[src/rtl/bus_sequencer.sv]
// rtl/bus_sequencer.sv - four-state bus sequencer moving 16-bit words between a register file, the shared bus and an external port
module bus_sequencer (
  input  logic        clock,
  input  logic        reset,
  input  logic [15:0] instruction,
  input  logic        instr_valid,
  output logic        instr_ready,
  input  logic [15:0] ext_data_in,
  input  logic [15:0] bus_in,
  output logic        bus_drive_en,
  output logic [15:0] bus_drive_data,
  output logic [5:0]  register_addr,
  output logic        bus_register_input_en,
  output logic        bus_register_output_en,
  output logic [15:0] ext_data_out,
  output logic        ext_data_valid,
  output logic        done,
  output logic        illegal
);

  typedef enum logic [1:0] {IDLE, RD_SRC, WR_DST, FINISH} state_t;

  localparam logic [3:0] OP_NOP   = 4'd0;
  localparam logic [3:0] OP_MOV   = 4'd1;
  localparam logic [3:0] OP_LOAD  = 4'd2;
  localparam logic [3:0] OP_STORE = 4'd3;
  localparam logic [3:0] OP_CLR   = 4'd4;

  state_t      state_q, state_d;
  logic [3:0]  opcode_q, opcode_d;
  logic [5:0]  a_q, a_d;
  logic [5:0]  b_q, b_d;
  logic [15:0] ext_in_q, ext_in_d;
  logic [15:0] temp_q, temp_d;
  logic [15:0] ext_out_q, ext_out_d;

  logic        ready_q, ready_d;
  logic        drive_en_q, drive_en_d;
  logic [15:0] drive_data_q, drive_data_d;
  logic [5:0]  addr_q, addr_d;
  logic        in_en_q, in_en_d;
  logic        out_en_q, out_en_d;
  logic        ext_valid_q, ext_valid_d;
  logic        done_q, done_d;
  logic        illegal_q, illegal_d;

  logic        accept;

  assign accept = instr_valid & ready_q;

  // Next-state and datapath latches
  always_comb begin
    state_d   = state_q;
    opcode_d  = opcode_q;
    a_d       = a_q;
    b_d       = b_q;
    ext_in_d  = ext_in_q;
    temp_d    = temp_q;
    ext_out_d = ext_out_q;

    case (state_q)
      IDLE: begin
        if (accept) begin
          opcode_d = instruction[15:12];
          a_d      = instruction[11:6];
          b_d      = instruction[5:0];
          ext_in_d = ext_data_in;
          case (instruction[15:12])
            OP_MOV, OP_STORE: state_d = RD_SRC;
            OP_LOAD, OP_CLR:  state_d = WR_DST;
            default:          state_d = FINISH;
          endcase
        end
      end
      RD_SRC: begin
        temp_d = bus_in;
        if (opcode_q == OP_STORE) begin
          ext_out_d = bus_in;
          state_d   = FINISH;
        end else begin
          state_d = WR_DST;
        end
      end
      WR_DST:  state_d = FINISH;
      FINISH:  state_d = IDLE;
      default: state_d = IDLE;
    endcase
  end

  // Outputs are decoded from the next state so every output leaves a flop
  always_comb begin
    ready_d      = 1'b0;
    drive_en_d   = 1'b0;
    drive_data_d = 16'h0000;
    addr_d       = 6'd0;
    in_en_d      = 1'b0;
    out_en_d     = 1'b0;
    ext_valid_d  = 1'b0;
    done_d       = 1'b0;
    illegal_d    = 1'b0;

    case (state_d)
      IDLE: ready_d = 1'b1;
      RD_SRC: begin
        addr_d   = b_d;
        out_en_d = 1'b1;
      end
      WR_DST: begin
        addr_d     = a_d;
        drive_en_d = 1'b1;
        in_en_d    = 1'b1;
        case (opcode_d)
          OP_MOV:  drive_data_d = temp_d;
          OP_LOAD: drive_data_d = ext_in_d;
          default: drive_data_d = 16'h0000;
        endcase
      end
      FINISH: begin
        done_d      = 1'b1;
        illegal_d   = (opcode_d > OP_CLR);
        ext_valid_d = (opcode_d == OP_STORE);
      end
      default: ready_d = 1'b0;
    endcase
  end

  always_ff @(posedge clock) begin
    if (reset) begin
      state_q      <= IDLE;
      opcode_q     <= OP_NOP;
      a_q          <= 6'd0;
      b_q          <= 6'd0;
      ext_in_q     <= 16'h0000;
      temp_q       <= 16'h0000;
      ext_out_q    <= 16'h0000;
      ready_q      <= 1'b1;
      drive_en_q   <= 1'b0;
      drive_data_q <= 16'h0000;
      addr_q       <= 6'd0;
      in_en_q      <= 1'b0;
      out_en_q     <= 1'b0;
      ext_valid_q  <= 1'b0;
      done_q       <= 1'b0;
      illegal_q    <= 1'b0;
    end else begin
      state_q      <= state_d;
      opcode_q     <= opcode_d;
      a_q          <= a_d;
      b_q          <= b_d;
      ext_in_q     <= ext_in_d;
      temp_q       <= temp_d;
      ext_out_q    <= ext_out_d;
      ready_q      <= ready_d;
      drive_en_q   <= drive_en_d;
      drive_data_q <= drive_data_d;
      addr_q       <= addr_d;
      in_en_q      <= in_en_d;
      out_en_q     <= out_en_d;
      ext_valid_q  <= ext_valid_d;
      done_q       <= done_d;
      illegal_q    <= illegal_d;
    end
  end

  assign instr_ready            = ready_q;
  assign bus_drive_en           = drive_en_q;
  assign bus_drive_data         = drive_data_q;
  assign register_addr          = addr_q;
  assign bus_register_input_en  = in_en_q;
  assign bus_register_output_en = out_en_q;
  assign ext_data_out           = ext_out_q;
  assign ext_data_valid         = ext_valid_q;
  assign done                   = done_q;
  assign illegal                = illegal_q;

endmodule

[config.mk]
export PLATFORM = sky130hd
export DESIGN_NAME = bus_sequencer
export DESIGN_NICKNAME = d
export VERILOG_FILES = /design/src/rtl/bus_sequencer.sv
export SDC_FILE = /design/constraint.sdc
export NUM_CORES = 1
export LEC_CHECK = 0
export CAP_MARGIN = 10
export CORE_MARGIN = 2
export CORE_UTILIZATION = 45
export CTS_CLUSTER_SIZE = 8
export DETAILED_ROUTE_END_ITERATION = 12
export PLACE_DENSITY = 0.73
export SKIP_LAST_GASP = 1
export SYNTH_ARGS = -nofsm -noshare
export SYNTH_HDL_FRONTEND = slang
export SYNTH_SLANG_ARGS = --single-unit
export TNS_END_PERCENT = 5
[constraint.sdc]
create_clock -name clock -period 3.05 [get_ports clock]
set_input_delay 0.915 -clock clock [delete_from_list [all_inputs] [get_ports clock]]
set_output_delay 0.915 -clock clock [all_outputs]
set_load 0.01 [all_outputs]
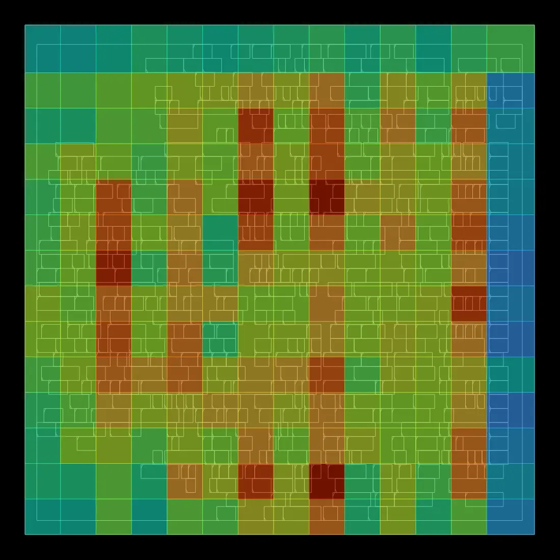
run_1/congestion.png
global-route track usage on met3: 3.33%
Util after Layout: 60.6%
DR WL/cell: 14.4 um

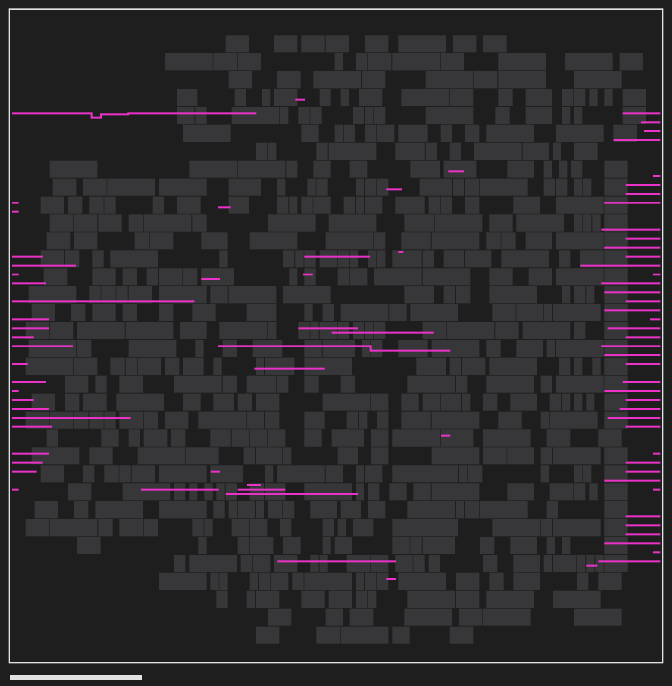
run_1/layer_met3.png
Bar = 20 um. Cells faint in the background.
wire length on this layer = 546 um
share of all routed wire = 5.9%
main direction = horizontal

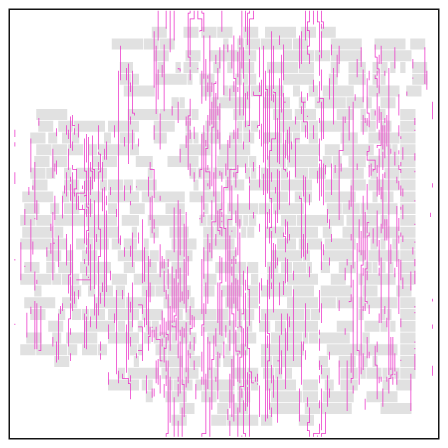
run_1/layer_met2.png
Cells faint in the background.
main direction = vertical
wire length on this layer = 4230 um
longest straight run = 70.9 um
Post-Route WL: 9260 um
met2 track demand over resource: 31.0%

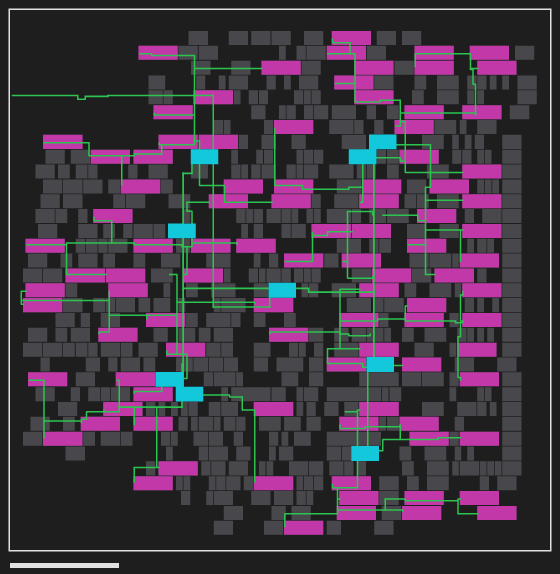
run_1/clk_routes.png
Bar = 20 um.
cyan -> clock drivers  # count 9
green -> clock wires  # length 1110 um
magenta -> flip-flops  # count 94
flops lie = all over the die
routed clock nets = 10
Clock Power Share: 20.3%
Clk power: 0.794 mW
clk_skew: 10.1 ps

==> flow_metrics.py, run 1 <==
# Metrics from the implementation run
metrics = {
    "floorplan": {
        "fp.dieH_um": 99.0,
        "ios": 96,
        "fp-utilization_pct": 46.5,
        "dieArea_mm2": 0.00980,
        "core_area_mm2": 0.00872,
        "die_w_um": 99.0,
    },
    "status": {
        "outcome": "complete, no violations",
    },
    "pwr": {
        "comb_cell_power_mw": 1.61,
        "seq_power_mw": 1.51,
        "pwr-share-seq_pct": 38.6,
        "p_leak_nw": 1.81,
    },
    "setup_path": {
        "cp.required_ps": 3320,
        "crit_family": "buffers and inverters",
        "reg2reg_to": "ext_data_out[6]",
        "worst-r2r-setup-slack_ps": 970,
        "start_kind": "primary input",
        "path_class": "in2reg",
    },
    "min_path": {
        "hold_depth": 2,
        "worstHoldStart": "ext_in_q[12]",
    },
    "synth": {
        "simple_gate_share_pct": 23.1,
        "synth_flops": 94,
        "ys.flop_type": "dfxtp_1",
        "ys.warnings.count": 0,
        "synth_area_mm2": 0.00406,
        "aoi_share_pct": 14.5,
        "mux_area_share_pct": 9.62,
        "synthCells": 446,
        "syn-num-nets": 501,
        "edf_count": 0,
        "top_area_share_pct": 46.4,
        "yosys-stat-cells": 446,
        "ys_seq_share_pct": 46.4,
        "top_cell": "dfxtp_1",
        "ys_area_mm2": 0.00406,
    },
    "cells_and_area": {
        "regArea_mm2": 0.00188,
        "seq_share_pct": 35.6,
        "bufAreaShareNonClock_pct": 20.4,
        "fin_cells": 642,
        "layout_top_cells": "dfxtp_1, clkdlybuf4s50_1, nand2_1",
        "num_antenna_cells": 0,
        "layout-drive-gt1-share_pct": 12.2,
    },
    "final_timing": {
        "maxSlewHeadroom_pct": 49.3,
        "fmax_ghz": 0.409,
        "finalSetupViolCount": 0,
        "rsz0062_at_grt": "no",
        "fin_setup_tns_ps": 0,
        "hold_violations": 0,
    },
    "clock_network": {
        "cts_root_buf": "clkbuf_8",
        "post-cts-setup-buffers": 0,
        "insertion_delay_ps": 360,
        "cts_tree": "yes",
        "path_clk_slew_ps": 100,
    },
    "detailed_routing": {
        "wl_met3_um": 545,
        "highest-signal-layer": "met4",
    },
    "global_routing": {
        "track_usage_pct": 19.5,
        "grt_pass1_vias": 3241,
    },
    "placement": {
        "dp_cells": 626,
        "routabilityCongestion": 0.858,
    },
}
==> run 1: worst max-delay path by stage <==
stage | startpoint | to | slack [ps] | cells after the start
final | instr_valid | bus_drive_data[14] | 610 | 6
after global routing | instr_valid | bus_drive_data[2] | 500 | 6
after floorplan | instr_valid | ext_data_valid | 820 | 5
after CTS | instr_valid | bus_drive_data[14] | 610 | 6
after global placement | instr_valid | bus_drive_data[14] | 320 | 6
after detailed placement | instr_valid | bus_drive_data[14] | 250 | 6
==> run 1: registers in the layout (all words and copies together), names as in the netlist <==
register                flops
a_q                         6
b_q                         6
bus_drive_data             16
bus_register_input_en       1
bus_register_output_en      1
done                        1
ext_data_out               16
ext_data_valid              1
ext_in_q                   16
illegal                     1
instr_ready                 1
opcode_q                    4
register_addr               6
state_q                     2
temp_q                     16
## Run 2: what changed since run 1
==> constraint.sdc (replaced) <==
create_clock -name clock -period 2.46 [get_ports clock]
set_input_delay 0.738 -clock clock [delete_from_list [all_inputs] [get_ports clock]]
set_output_delay 0.738 -clock clock [all_outputs]
set_load 0.01 [all_outputs]
==> flow_metrics.py, run 2 <==
# Metrics from the implementation run
metrics = {
    "global_routing": {
        "antenna_found_initial": 0,
        "use_met3_pct": 4.61,
        "gr-usage-met2_pct": 33.6,
        "grt_use_met1_pct": 25.1,
        "track_usage_pct": 20.1,
        "grt_pass1_vias": 3380,
    },
    "setup_path": {
        "reg2reg_to": "bus_drive_data[4]",
        "cp.required_ps": 2740,
        "worst-r2r-setup-slack_ps": 350,
        "path_class": "in2reg",
        "crit_family": "buffers and inverters",
        "worst-path-buf-inv": 3,
        "rr_worst_depth": 8,
        "start_kind": "primary input",
        "endpoint": "bus_drive_data[4]",
        "path_depth": 7,
        "critPathLaunch": "instr_valid",
    },
    "pwr": {
        "clk-power_mw": 0.987,
        "clkPwrFrac_pct": 19.6,
        "seq_power_mw": 1.87,
        "comb_cell_power_mw": 2.17,
        "pwr-share-seq_pct": 37.1,
        "top_power_group": "combinational logic",
        "netSwitchingFraction_pct": 37.1,
        "p_leak_nw": 1.90,
    },
    "clock_network": {
        "cts_tree": "yes",
        "post-cts-setup-buffers": 0,
        "clk_path_buf_depth": 2,
        "cts.sinks": 94,
        "insertion_delay_ps": 360,
        "path_clk_slew_ps": 100,
    },
    "synth": {
        "ys.flop_type": "dfxtp_1",
        "simple_gate_share_pct": 23.1,
        "ys.warnings.count": 0,
        "top_area_share_pct": 46.4,
        "synth_flops": 94,
        "aoi_share_pct": 14.5,
        "ys_async_sr_fraction_pct": 0,
        "syn-num-nets": 501,
        "top_cell": "dfxtp_1",
        "mux_area_share_pct": 9.62,
        "ys_area_mm2": 0.00406,
        "yosys-stat-cells": 446,
        "synthCells": 446,
        "yosysUniqueCellTypes": 40,
        "edf_count": 0,
        "ys_seq_share_pct": 46.4,
        "synth_area_mm2": 0.00406,
    },
    "detailed_routing": {
        "wirelength_um": 9640,
        "post_drt_wl_per_cell_um": 14.6,
    },
    "final_timing": {
        "skew_ps": 17.7,
        "layout_min_cycle_time_ps": 2300,
        "maxSlewHeadroom_pct": 56.3,
        "hold_violations": 0,
        "fmax_ghz": 0.435,
        "rsz0062_at_grt": "no",
        "fin_setup_tns_ps": 0,
        "finalSetupViolCount": 0,
    },
    "floorplan": {
        "die_w_um": 99.0,
        "dieArea_mm2": 0.00980,
        "ios": 96,
        "fp-utilization_pct": 46.5,
        "n_tap_cell": 108,
        "fp.dieH_um": 99.0,
        "core_area_mm2": 0.00872,
    },
    "cells_and_area": {
        "fin_cells": 659,
        "layout-drive-gt1-share_pct": 14.9,
        "fin_util_pct": 62.3,
        "nNonClkInverters": 3,
        "seq_share_pct": 34.6,
        "layout_top_cells": "dfxtp_1, clkdlybuf4s50_1, nand2_1",
        "regArea_mm2": 0.00188,
        "num_antenna_cells": 0,
        "syn2layout_area_growth_pct": 33.8,
        "bufAreaShareNonClock_pct": 22.4,
    },
    "job": {
        "warnings": 29,
    },
    "status": {
        "outcome": "complete, no violations",
    },
    "placement": {
        "dp_cells": 643,
        "routabilityCongestion": 0.831,
    },
}
[run 2: how the worst min path moves through the flow]
stage | startpoint | endpoint | slack (ps) | cells past startpoint
2_1_floorplan | ext_in_q[14] | ext_in_q[14] | 440 | 2
3_5_place_dp | ext_data_out[7] | ext_data_out[7] | 450 | 2
3_3_place_gp | ext_data_out[15] | ext_data_out[15] | 440 | 2
6_report | ext_data_out[1] | ext_data_out[1] | 460 | 2
5_1_grt | ext_data_out[5] | ext_data_out[5] | 480 | 2
4_1_cts | ext_data_out[7] | ext_data_out[7] | 460 | 2
[run 2: metal layers]
layer	vias to the layer above	routed length [um]	share of wire, %
met5	-	0	0
met4	0	210	2.2
met3	18	558	5.8
met2	106	4590	48
met1	1602	4290	44
li1	1729	-	-
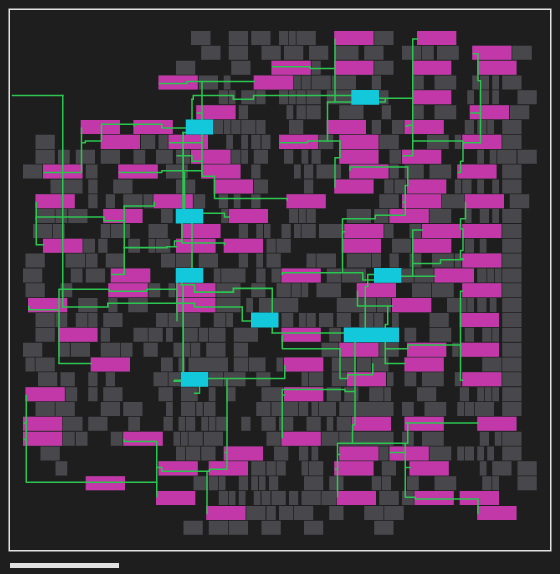
run_2/clk_routes.png
Bar = 20 um.
green -> clock wires  # length 1080 um
cyan -> clock drivers  # count 9
magenta -> flip-flops  # count 94
flops lie = all over the die

Power figures rest on the tool's default switching activity, not on a simulated workload.
